$ cat src/rtl/program_loader.sv
// Boot-time loader: assembles UART bytes into big-endian instruction words and
// writes them into instruction memory, then rewinds the PC and releases the core.
module program_loader #(
  parameter int INST_WIDTH     = 32,
  parameter int INST_MEM_WIDTH = 12
) (
  input  logic                  clk,
  input  logic                  reset,
  input  logic [7:0]            rx_data,
  input  logic                  rx_valid,
  output logic [INST_WIDTH-1:0] inst_in,
  output logic                  we,
  output logic                  load_stall,
  output logic                  reset_pc,
  output logic                  done,
  output logic                  err
);

  localparam int          BYTES = INST_WIDTH / 8;
  localparam int          BIW   = (BYTES > 1) ? $clog2(BYTES) : 1;
  localparam int          CW    = INST_MEM_WIDTH + 1;
  localparam logic [31:0] DEPTH = 32'(2 ** INST_MEM_WIDTH);

  typedef enum logic [2:0] {
    S_HEADER,
    S_LOAD,
    S_REWIND,
    S_RUN,
    S_ERR
  } state_e;

  state_e                state_q, state_d;
  logic [23:0]           hdr_q, hdr_d;
  logic [1:0]            hdr_idx_q, hdr_idx_d;
  logic [CW-1:0]         n_q, n_d;
  logic [CW-1:0]         word_cnt_q, word_cnt_d;
  logic [BIW-1:0]        byte_idx_q, byte_idx_d;
  logic [INST_WIDTH-1:0] shift_q, shift_d;
  logic                  last_q, last_d;
  logic [INST_WIDTH-1:0] inst_in_q, inst_in_d;
  logic                  we_q, we_d;
  logic                  load_stall_q, load_stall_d;
  logic                  reset_pc_q, reset_pc_d;
  logic                  done_q, done_d;
  logic                  err_q, err_d;
  logic [31:0]           hdr_word;
  logic [INST_WIDTH-1:0] shift_next;

  always_comb begin
    state_d    = state_q;
    hdr_d      = hdr_q;
    hdr_idx_d  = hdr_idx_q;
    n_d        = n_q;
    word_cnt_d = word_cnt_q;
    byte_idx_d = byte_idx_q;
    shift_d    = shift_q;
    last_d     = last_q;
    inst_in_d  = inst_in_q;
    we_d       = 1'b0;
    hdr_word   = {hdr_q, rx_data};
    shift_next = (shift_q << 8) | INST_WIDTH'(rx_data);

    case (state_q)
      S_HEADER: begin
        if (rx_valid) begin
          hdr_d     = hdr_word[23:0];
          hdr_idx_d = hdr_idx_q + 2'd1;
          if (hdr_idx_q == 2'd3) begin
            if (hdr_word == 32'd0) begin
              state_d = S_REWIND;
            end else if (hdr_word > DEPTH) begin
              state_d = S_ERR;
            end else begin
              state_d    = S_LOAD;
              n_d        = CW'(hdr_word);
              word_cnt_d = '0;
              byte_idx_d = '0;
              last_d     = 1'b0;
            end
          end
        end
      end
      S_LOAD: begin
        // The final word's write cycle must finish before rewinding the PC.
        if (last_q) begin
          state_d = S_REWIND;
        end else if (rx_valid) begin
          shift_d = shift_next;
          if (byte_idx_q == BIW'(BYTES - 1)) begin
            inst_in_d  = shift_next;
            we_d       = 1'b1;
            byte_idx_d = '0;
            word_cnt_d = word_cnt_q + CW'(1);
            if (word_cnt_q + CW'(1) == n_q) begin
              last_d = 1'b1;
            end
          end else begin
            byte_idx_d = byte_idx_q + BIW'(1);
          end
        end
      end
      S_REWIND: state_d = S_RUN;
      default:  state_d = state_q;
    endcase

    // Outputs are registered, so they are decoded from the upcoming state.
    load_stall_d = (state_d != S_RUN) && !we_d;
    reset_pc_d   = (state_d == S_HEADER) || (state_d == S_REWIND);
    done_d       = (state_d == S_RUN);
    err_d        = (state_d == S_ERR);
  end

  always_ff @(posedge clk) begin
    if (reset) begin
      state_q      <= S_HEADER;
      hdr_q        <= '0;
      hdr_idx_q    <= '0;
      n_q          <= '0;
      word_cnt_q   <= '0;
      byte_idx_q   <= '0;
      shift_q      <= '0;
      last_q       <= 1'b0;
      inst_in_q    <= '0;
      we_q         <= 1'b0;
      load_stall_q <= 1'b1;
      reset_pc_q   <= 1'b1;
      done_q       <= 1'b0;
      err_q        <= 1'b0;
    end else begin
      state_q      <= state_d;
      hdr_q        <= hdr_d;
      hdr_idx_q    <= hdr_idx_d;
      n_q          <= n_d;
      word_cnt_q   <= word_cnt_d;
      byte_idx_q   <= byte_idx_d;
      shift_q      <= shift_d;
      last_q       <= last_d;
      inst_in_q    <= inst_in_d;
      we_q         <= we_d;
      load_stall_q <= load_stall_d;
      reset_pc_q   <= reset_pc_d;
      done_q       <= done_d;
      err_q        <= err_d;
    end
  end

  assign inst_in    = inst_in_q;
  assign we         = we_q;
  assign load_stall = load_stall_q;
  assign reset_pc   = reset_pc_q;
  assign done       = done_q;
  assign err        = err_q;

endmodule

$ cat config.mk
export PLATFORM = sky130hd
export DESIGN_NAME = program_loader
export DESIGN_NICKNAME = d
export VERILOG_FILES = /design/src/rtl/program_loader.sv
export SDC_FILE = /design/constraint.sdc
export NUM_CORES = 1
export LEC_CHECK = 0
export ABC_CLOCK_PERIOD_IN_PS = 3340
export CAP_MARGIN = 5
export CORE_ASPECT_RATIO = 0.75
export CORE_MARGIN = 2
export CORE_UTILIZATION = 60
export DETAILED_ROUTE_END_ITERATION = 16
export HOLD_SLACK_MARGIN = 0.08
export PLACE_DENSITY = 0.83
export SLEW_MARGIN = 20
export SYNTH_ARGS = -nofsm -noshare
export SYNTH_HDL_FRONTEND = slang
export SYNTH_SLANG_ARGS = --single-unit
export TNS_END_PERCENT = 50
$ cat constraint.sdc
create_clock -name clk -period 3.34 [get_ports clk]
set_clock_uncertainty 0.15 [all_clocks]
set_input_delay 0.334 -clock clk [delete_from_list [all_inputs] [get_ports clk]]
set_output_delay 0.334 -clock clk [all_outputs]
set_load 0.02 [all_outputs]
==> run_1/zoom.png <==
Bar = 5 µm. Region (44, 47) to (64, 67) µm. Cells in grey, sequential cells in the stronger grey; small squares are vias.
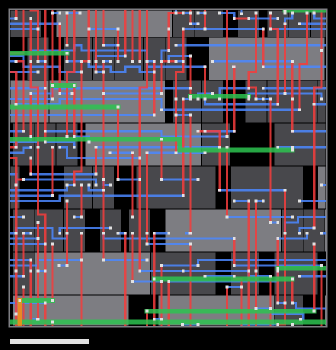
met1 -> blue
met3 -> green
met4 -> orange
met2 -> red
cells with their middle in the window = 44
most frequent = nand2_1 (21), dfxtp_1 (8), a21oi_1 (7)
sequential cells in the window = 8
netlist names of flops here include = `shift_q` (5), `word_cnt_q` (2)

==> run_1/gate_families.png <==
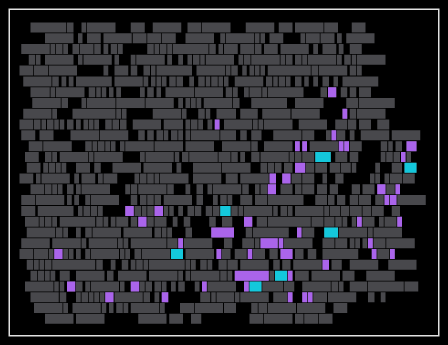
AND-OR and OR-AND gates -> cyan  # cells 7
NOR gates -> purple  # cells 48, most used nor2_1
combinational share of cell area: 0.382
Final Non-Filler Cells: 768

==> run_1/final_clocks.png <==
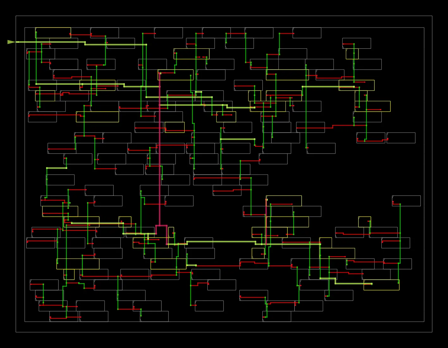
Late-Pin Clk Latency: 520 ps
Sink Count: 119
P_clk: 1950 µW

==> results.cfg, run 1 <==
; flow metrics
[routing]
first_pass_iters = 6
viasPerCell = 5.99
drc = 0
antenna_left = 0
avgRoutedWirePerCell_um = 16.3

[finish]
flop_area_um2 = 2380
drive_above_1_share = 0.0709
seq_area_frac = 0.397
fillCellCount = 534
antennaDiodeCount = 0
lay_top_count = nand2_1
n_clock_buffer = 20
largest_reg_flops = 32
clock_cell_area_share = 0.106
nonClkBufAreaFrac = 0.0901
finalCoreUtilization = 0.761
area_growth_pct = 23.5
buffers = 55
finalNetCount = 664

[floorplan]
well_tap_count = 105
core_um2 = 7880
fp_util = 0.616

[synth]
ys.flop_type = dfxtp_1
ys_sh_xor = 0.0252
avgSynthCellArea_um2 = 7.83
synthesis.area_um2 = 4860
edf_count = 0
compound_area_frac = 0.178
ys.flops = 119
synthDistinctLibCells = 49
ys_seq_frac = 0.490
adder_share = 0.00773
yosys-stat-cells = 620
topCombFamilyByArea = simple AND/OR/NAND/NOR gates

[pwr]
ir_drop_mv = 0.496
p_int_uw = 2740
p_sw_frac = 0.223
powerComb_uw = 117
p_per_area_nw_per_um2 = 587

[place]
dp_hpwl_um = 7760
io_buffers = 47
placed_area_um2 = 5370

[setup_path]
regToRegSetupSlack_ps = 750
timing.rr.end = load_stall$_SDFF_PP1_
crit_end = load_stall$_SDFF_PP1_
worstPathRequired_ps = 3600
worstSetupStartpoint = hdr_q[12]$_SDFFE_PP0P_

[clock_tree]
cts-root-buf = clkbuf_8
cts_buffers = 17
h-tree-depth = 4
cts_tree = done
cts_setup_buffers = 0

[flow_run]
maxCapViolations = 0

[timing]
fin_setup_tns_ps = 0
fmax_mhz = 387
finalHoldViolCount = 0
rsz0062_at_grt = no
setup_viol = 0
period_used_share = 0.774

[run_status]
status = finished clean

[global_route]
grtUsageTotal = 0.293
grt_max_degree = 70
grt_first_pass_wirelength_um = 20000

[hold_path]
min_path_cells = 2
run 1: critical path, stage by stage, from the launching register on:
cell	delay [ps]
dfxtp_1	320
nor4_1	340
nand3_1	240
nor3_4	200
buf_4	210
nand2_1	430
a2111oi_2	480
nor2_1	80
run 1: worst min path at each step:
stage	to	start
detailed placement	inst_in[30]$_SDFFE_PP0P_	shift_q[22]$_SDFFE_PP0P_
global route	state_q[0]$_SDFF_PP0_	reset
global placement	hdr_q[19]$_SDFFE_PP0P_	hdr_q[19]$_SDFFE_PP0P_
CTS	state_q[0]$_SDFF_PP0_	reset
finish	hdr_idx_q[0]$_SDFFE_PP0P_	reset
floorplan	inst_in[24]$_SDFFE_PP0P_	shift_q[16]$_SDFFE_PP0P_
run 1: synthesized netlist by cell type (2+ instances only):
master       n  share of area
nand4_1      7         0.0090
nor3b_1      2         0.0031
a21boi_0     2         0.0031
a32oi_1      2         0.0036
and2_1       2         0.0026
o21ai_0      4         0.0041
nor2_1      26          0.020
buf_2        6         0.0062
a311oi_1     8          0.014
nor3_1       4         0.0041
clkbuf_1    35          0.027
o2111ai_1    2         0.0036
nor4_1      10          0.013
xor2_1       5         0.0090
buf_1        3         0.0023
nor2b_1      4         0.0052
nand2b_1     4         0.0052
dfxtp_1    119           0.49
ha_1         3         0.0077
xnor2_1      9          0.016
o32ai_1      2         0.0036
and3_1       6         0.0077
inv_1        5         0.0039
a31oi_1      5         0.0064
nand3_1     20          0.021
a21oi_1    105           0.11
nand2_1    196           0.15
a211oi_1     3         0.0046
run 1: metal layers:
layer  GRT usage  routed length [µm]  share of wire
met2       0.451                5710           0.46
met4       0.115                 234          0.019
met1       0.375                5380           0.43
met5           0                   0              0
met3       0.110                1180          0.095
==> run_1/pins.png <==
Bar = 20 µm. Pins as bars across the die edge, other pins in grey.
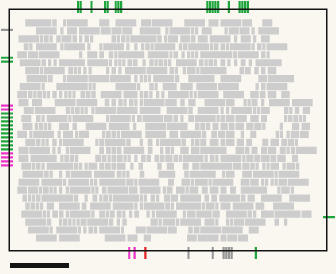

## Run 2: what changed since run 1
- ABC_CLOCK_PERIOD_IN_PS: 3340 -> 2300
- CORE_UTILIZATION: 60 -> 51
- PLACE_DENSITY: 0.83 -> 0.75
- clock period: 3.34 -> 2.3 ns (I/O delays scaled with it)
==> run_2/pins.png <==
Bar = 20 µm. Pins as bars across the die edge, other pins in grey.
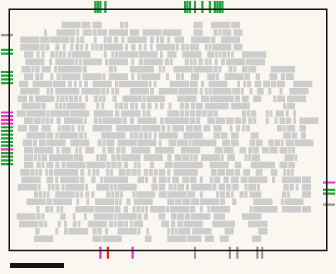
`rx_data` -> magenta  # pins 8, direction input, edge 5 west, 2 south, 1 east
`inst_in` -> green  # pins 32, direction output, edge 16 west, 14 north, 2 east
`reset` -> red  # pins 1, direction input, edge south
IO Port Bufs: 47
DIE WIDTH: 117 µm

==> run_2/final_clocks.png <==
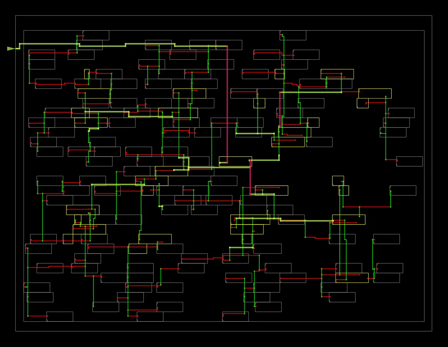
number of sequential cells: 119
cts bufs inserted: 17

==> run 2 against run 1 <==
Global-route usage shrank 2.6 points. Cell area up 3.3%. Final cell count is 6.3% higher. Fmax increased by 18%. Critical path type unchanged. Critical endpoint is now last_q$_SDFFE_PP0P_. Largest cell class unchanged.
==> results.cfg, run 2 <==
; flow metrics
[timing]
finalHoldViolCount = 0
hold_slack_ps = 223
drv_slew = 0
setup_viol = 0
layout_setup_ws_ps = 104
period_used_share = 0.955
fmax_mhz = 455
rsz0062_at_grt = no

[synth]
synth_top_area_share = 0.490
yosys-stat-cells = 620
topCellsByArea = dfxtp_1 (49%), nand2_1 (15%), a21oi_1 (11%)
avgSynthCellArea_um2 = 7.83
ys.flop_type = dfxtp_1
top_cell = nand2_1
synth_warnings = 0
ys.flops = 119
edf_count = 0
yosysTopAreaCell = dfxtp_1
synthesis.area_um2 = 4860
ys_top_cells_by_count = nand2_1 (196), dfxtp_1 (119), a21oi_1 (105), clkbuf_1 (35), nor2_1 (26)
ys_seq_frac = 0.490
synthDistinctLibCells = 49

[place]
pre_cts_ws_ps = -141
dp_hpwl_um = 8650

[finish]
inverters = 5
finalCoreUtilization = 0.677
lay_top_count = nand2_1
largest_reg_flops = 32
nonClkBufAreaFrac = 0.119
buffers = 80
antennaDiodeCount = 0
drive_above_1_share = 0.108
dominant-cell-class = registers
finalNetCount = 689
n_clock_buffer = 20
comb-cell-share = 0.371
clock_cell_area_share = 0.0961
multi_input_comb_cells = 452
layout_top_cells = nand2_1 (196), dfxtp_1 (118), a21oi_1 (105), clkdlybuf4s50_1 (46), buf_4 (32)
area_growth_pct = 27.6
seq_area_frac = 0.385
flop_area_um2 = 2380
fillCellCount = 758

[global_route]
grt_max_degree = 78
busiest_layer = met2
grtUsageMet3 = 0.0658
gr-usage-met2 = 0.410
grtUsageTotal = 0.267
grt_first_pass_wirelength_um = 21300
grt_pass1_vias = 4316
gr-usage-met1 = 0.370

[setup_path]
reg2regPathDepth = 7
r2r_start = word_cnt_q[0]$_SDFFE_PP0P_
cp_max_fo = 7
regToRegSetupSlack_ps = 100
worstPathRequired_ps = 2500
timing.rr.end = last_q$_SDFFE_PP0P_

[routing]
wl_met2_um = 5950
route.met3.wl_um = 967
viasPerCell = 5.68
first_pass_iters = 5
initialDrtViolationCount = 412
wl_um = 13000
wl_met1_um = 6010
avgRoutedWirePerCell_um = 16.0
top_layer_used = met4
drc = 0
antenna_left = 0

[pwr]
ir_drop_mv = 0.589
powerComb_uw = 194
p_int_uw = 3820
p_sw_frac = 0.227
p_clk_uw = 2640
p_leak_uw = 0.00210
powerSeq_uw = 2110
p_per_area_nw_per_um2 = 797
top_power_group = the clock network

[floorplan]
num_rows = 30
core_um2 = 9160
well_tap_count = 128
chipArea_um2 = 10300
ios = 48
fp_util = 0.530

[clock_tree]
cts_setup_buffers = 0
cts_buffer_depth = 2
cts-root-buf = clkbuf_16
clock_latency_ps = 410
cts_sinks = 119
cts_tree = done
h-tree-depth = 4

[run_status]
status = finished clean

[flow_run]
maxCapViolations = 0

[hold_path]
min_from = reset
hold_end = state_q[0]$_SDFF_PP0_
min_path_type = primary input to flop
min_path_cells = 3
-- run 2: cell counts after synthesis --
No cell type changed its count.
-- run 2: worst max path at each step --
stage               slack (ps)                           to                  startpoint  cells past startpoint
CTS                         10          last_q$_SDFFE_PP0P_  word_cnt_q[0]$_SDFFE_PP0P_                      7
finish                     100          last_q$_SDFFE_PP0P_  word_cnt_q[0]$_SDFFE_PP0P_                      7
floorplan                  150               err$_SDFF_PP0_       state_q[2]$_SDFF_PP0_                      8
global route                20  word_cnt_q[12]$_SDFFE_PP0P_      hdr_q[15]$_SDFFE_PP0P_                      7
detailed placement        -140        load_stall$_SDFF_PP1_                  rx_data[4]                      9
global placement           -80  word_cnt_q[12]$_SDFFE_PP0P_                  rx_data[3]                      9
-- run 2: cell families (layout without fill, tap and decap cells) --
family                   Yosys count  after routing  synth area share
XOR/XNOR                          14             14            0.0252
AND/OR/NAND/NOR                  287            287             0.257
buffers and inverters             49            117            0.0394
flip-flops                       119            119             0.490
adder cells (fa/ha/maj)            3              3           0.00773
AND-OR/OR-AND                    147            147             0.178
multiplexers                       1              1           0.00232
-- run 2: critical path: stages (launching register included) --
cell and delay (ps):
dfxtp_1 370, ha_1 240, buf_4 150, nor2b_1 120
o311ai_0 380, o2111ai_1 210, a211oi_1 330, a32o_1 180
-- run 2: stage by stage --
| stage | setup TNS, ps | total power, µW | instances | area (µm²) |
|---|---|---|---|---|
| finish | 0 | 4940 | 816 | 6200 |
| global route | 0 | 5080 | 816 | 6200 |
| CTS | 0 | 4960 | 816 | 6190 |
| detailed placement | -1620 | 2340 | 784 | 5590 |
| global placement | -962 | 2340 | 784 | 5590 |
| floorplan | 0 | 2260 | 620 | 4860 |
Power and IR drop assume default switching activity.
